### Clock network drawn from the DEF

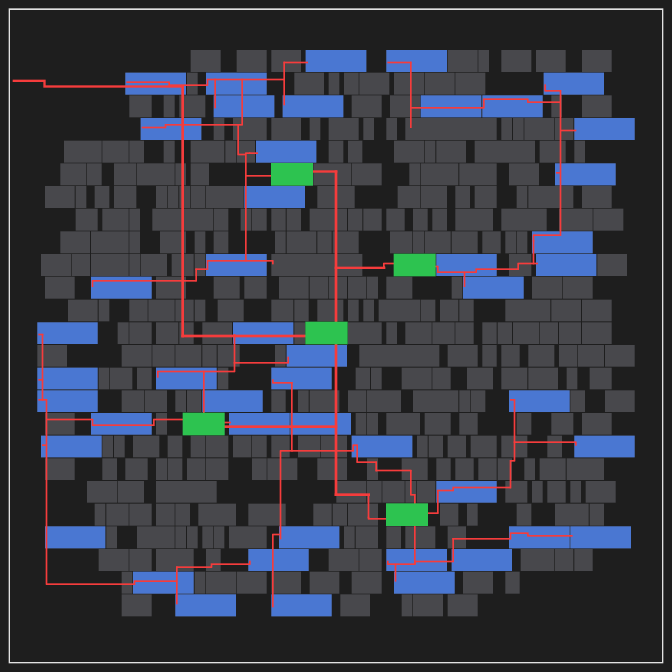
### Drive-strength map

The bar under the picture is 20 µm long.
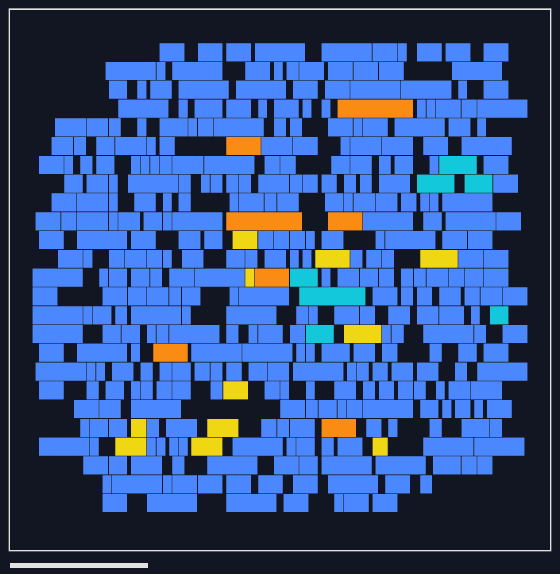
### Cell classes on the final placement

The bar under the picture is 20 µm long.
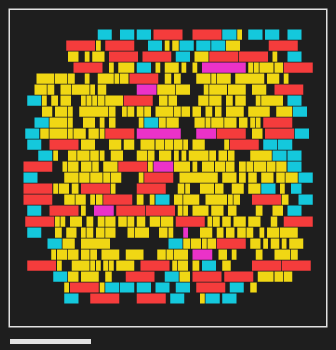
Design overworld_step_ctrl_flat, sky130hd; sources not shown.
==> reports/results.tsv <==
metric	value	unit
synth_area	2866	µm²
dp_cells	438	
path_depth	7	
common_cells	dfxtp_1 (47), nor2_1 (36), nand2_1 (22)	
log.warning_count	26	
r2r_cells	8	
max_freq	245.6	MHz
grt_pass1_wl	11500	µm
hold_slack	496.8	ps
tns	0	ps
port-buffer-count	51	
outcome	completed	
critPathCaptureType	flop	
arrival	4260	ps
grt_use_total	22.92	%
edf_count	0	
yosys.area_share.simple	23.88	%
power_leader	sequential cells	
synth_seq_share	32.82	%
p_leak	1.383	nW
hold_class	flop to flop	
comb_cells	258	
fp.dieH	78.19	µm
power.switching	0.00008170	W
setup_viol	0	
About 'Clock network drawn from the DEF':
blue -> flip-flops  # count 47
red -> clock wires  # length 561 µm
green -> clock drivers  # count 5
routed clock nets = 6
Clk power: 0.000189 W
Worst-Skew Late Latency: 300 ps
Clk pwr share: 44.8%

About 'Drive-strength map':
orange -> _6 and larger  # cells 7, share 1.8%
cyan -> _3 and _4 cells  # cells 7, share 1.8%
blue -> _0 and _1 cells  # cells 354, share 93%
yellow -> _2 cells  # cells 11, share 2.9%
area overhead of the layout relative to synthesis: 24.18%
post-route cell area: 3560 µm²

About 'Cell classes on the final placement':
yellow -> combinational and other logic  # cells 272, share of their area 54%
cyan -> other buffers and delay cells  # cells 52, share of their area 15%
red -> flops  # cells 47, share of their area 27%
magenta -> clock drivers and dummy loads  # cells 8, share of their area 3.8%
flop share of the area: 26.43%
num rows: 25

-- metrics by stage --
step           utilization [%]  area, µm²   power, W
3_3_place_gp             70.23       3427  0.0002380
6_report                 72.95       3560  0.0004225
2_1_floorplan                -       2867  0.0002290
5_1_grt                  72.95       3560  0.0004363
3_5_place_dp             70.23       3427  0.0002383
4_1_cts                  72.95       3560  0.0004280
-- cell usage in the layout, fill, tap and decap left out, types with 10 or more instances in the layout --
cell type | Yosys | routed
o21ai_0 | 18 | 18
clkdlybuf4s50_1 | 0 | 51
ha_1 | 13 | 13
nor2b_1 | 15 | 15
inv_1 | 13 | 13
nand2_1 | 22 | 22
nor3_1 | 11 | 11
xnor2_1 | 10 | 10
mux2i_1 | 13 | 13
dfxtp_1 | 47 | 47
nor2_1 | 36 | 36
a21oi_1 | 15 | 15
Power is estimated from default activity; no workload was simulated.
